==> src/rtl/bus_endpoint_fifo.sv <==
// Device-side bus endpoint: a show-ahead TX FIFO drained by the bus, and an
// ID-filtered RX FIFO filled by the bus and drained by the local reader.
module bus_endpoint_fifo #(
    parameter int unsigned pckg_sz   = 16,
    parameter int unsigned depth     = 8,
    parameter logic [7:0]  id        = 8'd0,
    parameter logic [7:0]  broadcast = {8{1'b1}}
) (
    input  logic                       clk,
    input  logic                       reset,
    // Local TX side
    input  logic                       tx_wr,
    input  logic [pckg_sz-1:0]         tx_data,
    output logic                       tx_full,
    // Bus pop side
    output logic                       pndng,
    output logic [pckg_sz-1:0]         D_pop,
    input  logic                       pop,
    // Bus push side
    input  logic                       push,
    input  logic [pckg_sz-1:0]         D_push,
    // Local RX side
    output logic                       rx_valid,
    output logic [pckg_sz-1:0]         rx_data,
    input  logic                       rx_rd,
    // Status
    output logic [$clog2(depth):0]     tx_count,
    output logic [$clog2(depth):0]     rx_count,
    output logic [7:0]                 rx_ovf_cnt,
    output logic [7:0]                 rx_mis_cnt
);

    localparam int unsigned AW = $clog2(depth);
    localparam int unsigned PW = AW + 1;

    // ---------------------------------------------------------------- TX path
    logic [pckg_sz-1:0] tx_mem [depth];
    logic [PW-1:0]      tx_wptr_q, tx_wptr_d;
    logic [PW-1:0]      tx_rptr_q, tx_rptr_d;
    logic [PW-1:0]      tx_cnt_q, tx_cnt_d;
    logic               tx_empty, tx_full_w, tx_pop_ok, tx_wr_ok;

    // TX pointer/occupancy next state; a pop frees the slot a full-FIFO write needs.
    always_comb begin
        tx_empty  = (tx_wptr_q == tx_rptr_q);
        tx_full_w = (tx_wptr_q[AW] != tx_rptr_q[AW]) &&
                    (tx_wptr_q[AW-1:0] == tx_rptr_q[AW-1:0]);
        tx_pop_ok = pop && !tx_empty;
        tx_wr_ok  = tx_wr && (!tx_full_w || tx_pop_ok);
        tx_wptr_d = tx_wptr_q + PW'(tx_wr_ok);
        tx_rptr_d = tx_rptr_q + PW'(tx_pop_ok);
        tx_cnt_d  = tx_cnt_q + PW'(tx_wr_ok) - PW'(tx_pop_ok);
    end

    // TX pointer and count registers.
    always_ff @(posedge clk or negedge reset) begin
        if (!reset) begin
            tx_wptr_q <= '0;
            tx_rptr_q <= '0;
            tx_cnt_q  <= '0;
        end else begin
            tx_wptr_q <= tx_wptr_d;
            tx_rptr_q <= tx_rptr_d;
            tx_cnt_q  <= tx_cnt_d;
        end
    end

    // TX storage; contents survive reset.
    always_ff @(posedge clk) begin
        if (tx_wr_ok) begin
            tx_mem[tx_wptr_q[AW-1:0]] <= tx_data;
        end
    end

    assign pndng    = !tx_empty;
    assign tx_full  = tx_full_w;
    assign D_pop    = tx_mem[tx_rptr_q[AW-1:0]];
    assign tx_count = tx_cnt_q;

    // ---------------------------------------------------------------- RX path
    logic [pckg_sz-1:0] rx_mem [depth];
    logic [PW-1:0]      rx_wptr_q, rx_wptr_d;
    logic [PW-1:0]      rx_rptr_q, rx_rptr_d;
    logic [PW-1:0]      rx_cnt_q, rx_cnt_d;
    logic [7:0]         rx_ovf_q, rx_ovf_d;
    logic [7:0]         rx_mis_q, rx_mis_d;
    logic [7:0]         rx_dst;
    logic               rx_empty, rx_full_w, rx_rd_ok, rx_match, rx_wr_ok;

    // RX filter, pointer/occupancy and saturating drop-counter next state.
    always_comb begin
        rx_dst    = D_push[pckg_sz-1 -: 8];
        rx_match  = (rx_dst == id) || (rx_dst == broadcast);
        rx_empty  = (rx_wptr_q == rx_rptr_q);
        rx_full_w = (rx_wptr_q[AW] != rx_rptr_q[AW]) &&
                    (rx_wptr_q[AW-1:0] == rx_rptr_q[AW-1:0]);
        rx_rd_ok  = rx_rd && !rx_empty;
        rx_wr_ok  = push && rx_match && (!rx_full_w || rx_rd_ok);
        rx_wptr_d = rx_wptr_q + PW'(rx_wr_ok);
        rx_rptr_d = rx_rptr_q + PW'(rx_rd_ok);
        rx_cnt_d  = rx_cnt_q + PW'(rx_wr_ok) - PW'(rx_rd_ok);
        rx_ovf_d  = rx_ovf_q;
        rx_mis_d  = rx_mis_q;
        if (push && rx_match && !rx_wr_ok && (rx_ovf_q != 8'hFF)) begin
            rx_ovf_d = rx_ovf_q + 8'd1;
        end
        if (push && !rx_match && (rx_mis_q != 8'hFF)) begin
            rx_mis_d = rx_mis_q + 8'd1;
        end
    end

    // RX pointer, count and drop-counter registers.
    always_ff @(posedge clk or negedge reset) begin
        if (!reset) begin
            rx_wptr_q <= '0;
            rx_rptr_q <= '0;
            rx_cnt_q  <= '0;
            rx_ovf_q  <= '0;
            rx_mis_q  <= '0;
        end else begin
            rx_wptr_q <= rx_wptr_d;
            rx_rptr_q <= rx_rptr_d;
            rx_cnt_q  <= rx_cnt_d;
            rx_ovf_q  <= rx_ovf_d;
            rx_mis_q  <= rx_mis_d;
        end
    end

    // RX storage; contents survive reset.
    always_ff @(posedge clk) begin
        if (rx_wr_ok) begin
            rx_mem[rx_wptr_q[AW-1:0]] <= D_push;
        end
    end

    assign rx_valid   = !rx_empty;
    assign rx_data    = rx_mem[rx_rptr_q[AW-1:0]];
    assign rx_count   = rx_cnt_q;
    assign rx_ovf_cnt = rx_ovf_q;
    assign rx_mis_cnt = rx_mis_q;

endmodule
==> config.mk <==
export PLATFORM = sky130hd
export DESIGN_NAME = bus_endpoint_fifo
export DESIGN_NICKNAME = d
export VERILOG_FILES = /design/src/rtl/bus_endpoint_fifo.sv
export SDC_FILE = /design/constraint.sdc
export NUM_CORES = 1
export LEC_CHECK = 0
export CAP_MARGIN = 20
export CELL_PAD_IN_SITES_DETAIL_PLACEMENT = 0
export CELL_PAD_IN_SITES_GLOBAL_PLACEMENT = 1
export CORE_MARGIN = 5
export CORE_UTILIZATION = 35
export CTS_BUF_LIST = sky130_fd_sc_hd__clkbuf_8 sky130_fd_sc_hd__clkbuf_16
export DETAILED_ROUTE_END_ITERATION = 8
export GPL_TIMING_DRIVEN = 0
export MAX_ROUTING_LAYER = met4
export PLACE_DENSITY_LB_ADDON = 0.1
export SETUP_SLACK_MARGIN = 0.2
export SYNTH_ARGS = -nofsm -noshare
export SYNTH_HDL_FRONTEND = slang
export SYNTH_SLANG_ARGS = --single-unit
==> constraint.sdc <==
create_clock -name clk -period 3.3 [get_ports clk]
set_clock_uncertainty 0.2 [all_clocks]
set_input_delay 0.495 -clock clk [delete_from_list [all_inputs] [get_ports clk]]
set_output_delay 0.495 -clock clk [all_outputs]
set_load 0.02 [all_outputs]
**Sizing map**

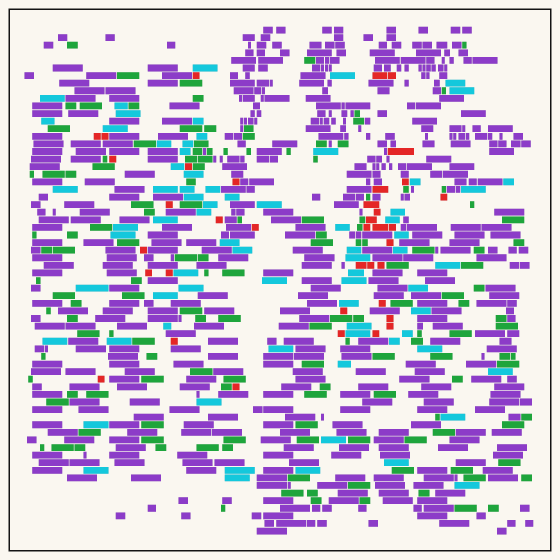
Key: drive 1 or less = purple [cells 528, share 67%]; drive 2 = green [cells 146, share 19%]; drive 6 and up = cyan [cells 73, share 9.3%]; drive 3 to 4 = red [cells 37, share 4.7%]

**Wiring by layer**

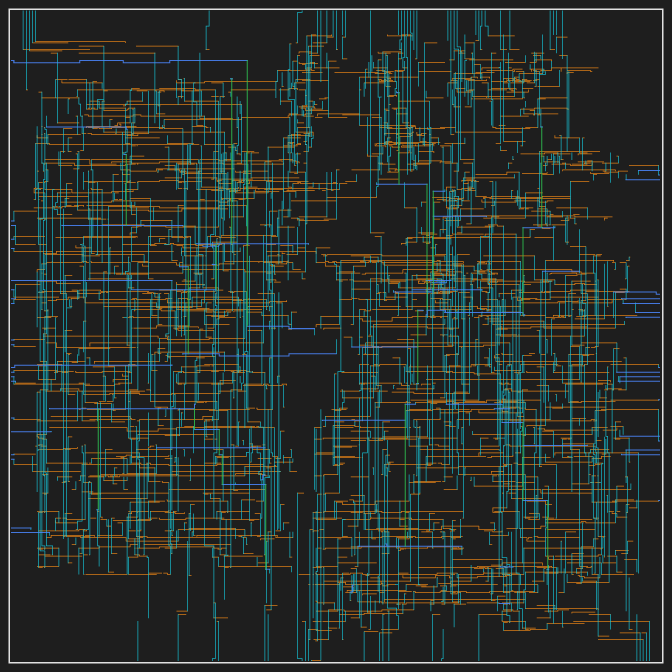
Key: met4 = green [wire length 524 µm]; met2 = cyan [wire length 13,400 µm]; met3 = blue [wire length 922 µm]; met1 = orange [wire length 10,500 µm]

**Cell classes on the final placement**

Fill, decap, tap and diode cells in grey.
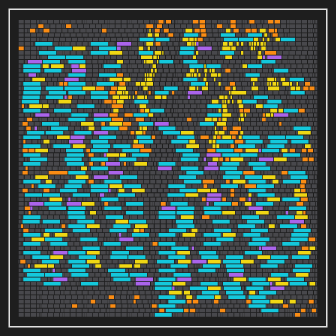
Key: flip-flops = cyan [cells 296, share of their area 60%]; clock drivers and dummy loads = purple [cells 63, share of their area 7.6%]; all other logic = yellow [cells 261, share of their area 21%]; other buffers and delay cells = orange [cells 164, share of their area 11%]

**I/O nets highlighted**

Scale bar: 50 µm.
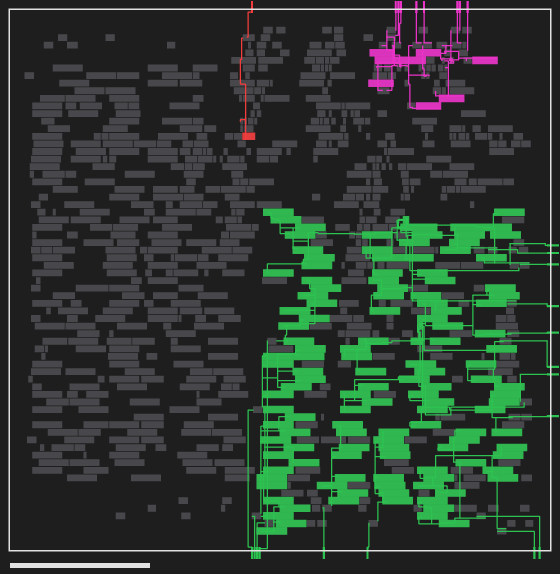
Key: tx_full = red [bits 1, direction output, edge top, end cells 1, buffers 1, wire 53.1 µm]; D_push = green [bits 16, direction input, edge 8 bottom, 8 right, end cells 132, buffers 16, wire 1,850 µm]; rx_ovf_cnt = magenta [bits 8, direction output, edge top, end cells 8, buffers 8, wire 313 µm]

**Cell outlines without signal wires**

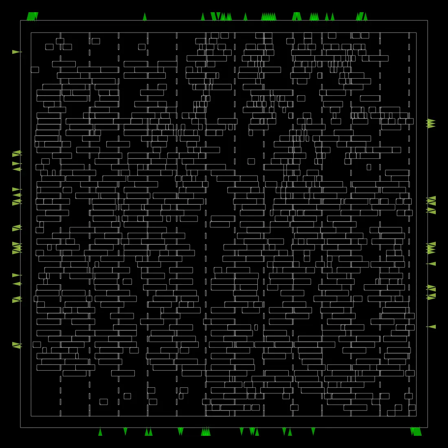
Util after Layout: 0.4526
tally of non-filler cells in the final layout: 1,232
flop share of the area: 0.5754

==> out/qor.yml <==
synthesis:
  yosysTopAreaCell: "edfxtp_1"
  synth-adder-area-share: 0.02145
  mux_area_frac: 0.1589
  ys_sh_xor: 0.02378
  synth.distinct_cells: 36
  top_cell: "edfxtp_1"
  async_flop_share: 0.1351
  syn_nets: 638
clocking:
  clockBufferDepth: 3
  clk_pin_slew_ps: 60
  htree_levels: 2
worst_setup_path:
  path_buffers: 3
  cp.depth: 5
  crit_end: "D_pop[1]"
  r2r-end: "tx_mem[6][9]"
cells_and_area:
  antenna_cells: 0
  sh_comb_area: 0.1998
  inv_count: 19
  design_area_um2: 15100
  clock_buffers: 39
  fillerInstances: 2930
pwr:
  swShare: 0.3062
  p_seq_mw: 4.70
  p_switching_mw: 3.968
  pg_comb_mw: 4.67
  ir_drop_v: 0.0004629
  combPwrFrac: 0.360
drt:
  ant_nets: 0
  routed_wirelength_um: 25340
  drcViolationCount: 0
flow_run:
  maxCapViolations: 0
placed_design:
  place_area_um2: 13670
timing:
  hold_ws_ps: 215.0
  hold_viol: 0
  drv_slew: 0
run_status:
  status: "complete, no violations"
grt:
  grt_pass1_wl_um: 39140
die:
  n_tap_cell: 448
  ioPinCount: 97
  die_area_um2: 37440
hold_path:
  min_path_type: "in -> async"
worst reg2reg max path, cell delays in order, from the launching register on:
cell      delay, ps
dfrtp_1         380
clkbuf_2        200
xor2_1          290
nor4_2          100
nand2_1          80
nand2_1         160
inv_1           130
nand2_1         150
nor3b_2         500
buf_6           230
buf_8           160
flip-flops by register name (all words and copies together), names as in the netlist:
| register | cells |
|---|---|
| tx_rptr_q | 4 |
| rx_ovf_cnt | 8 |
| rx_mis_cnt | 8 |
| tx_wptr_q | 4 |
| rx_rptr_q | 4 |
| rx_count | 4 |
| rx_mem | 128 |
| tx_mem | 128 |
| rx_wptr_q | 4 |
| tx_count | 4 |
layer usage:
layer	global-route usage	wire length, µm	share of wire
met1	0.1658	10530	0.42
met2	0.2452	13360	0.53
met4	0.03541	523	0.021
met3	0.02644	922	0.036
met5	-	0	0
Power and IR drop assume default switching activity.
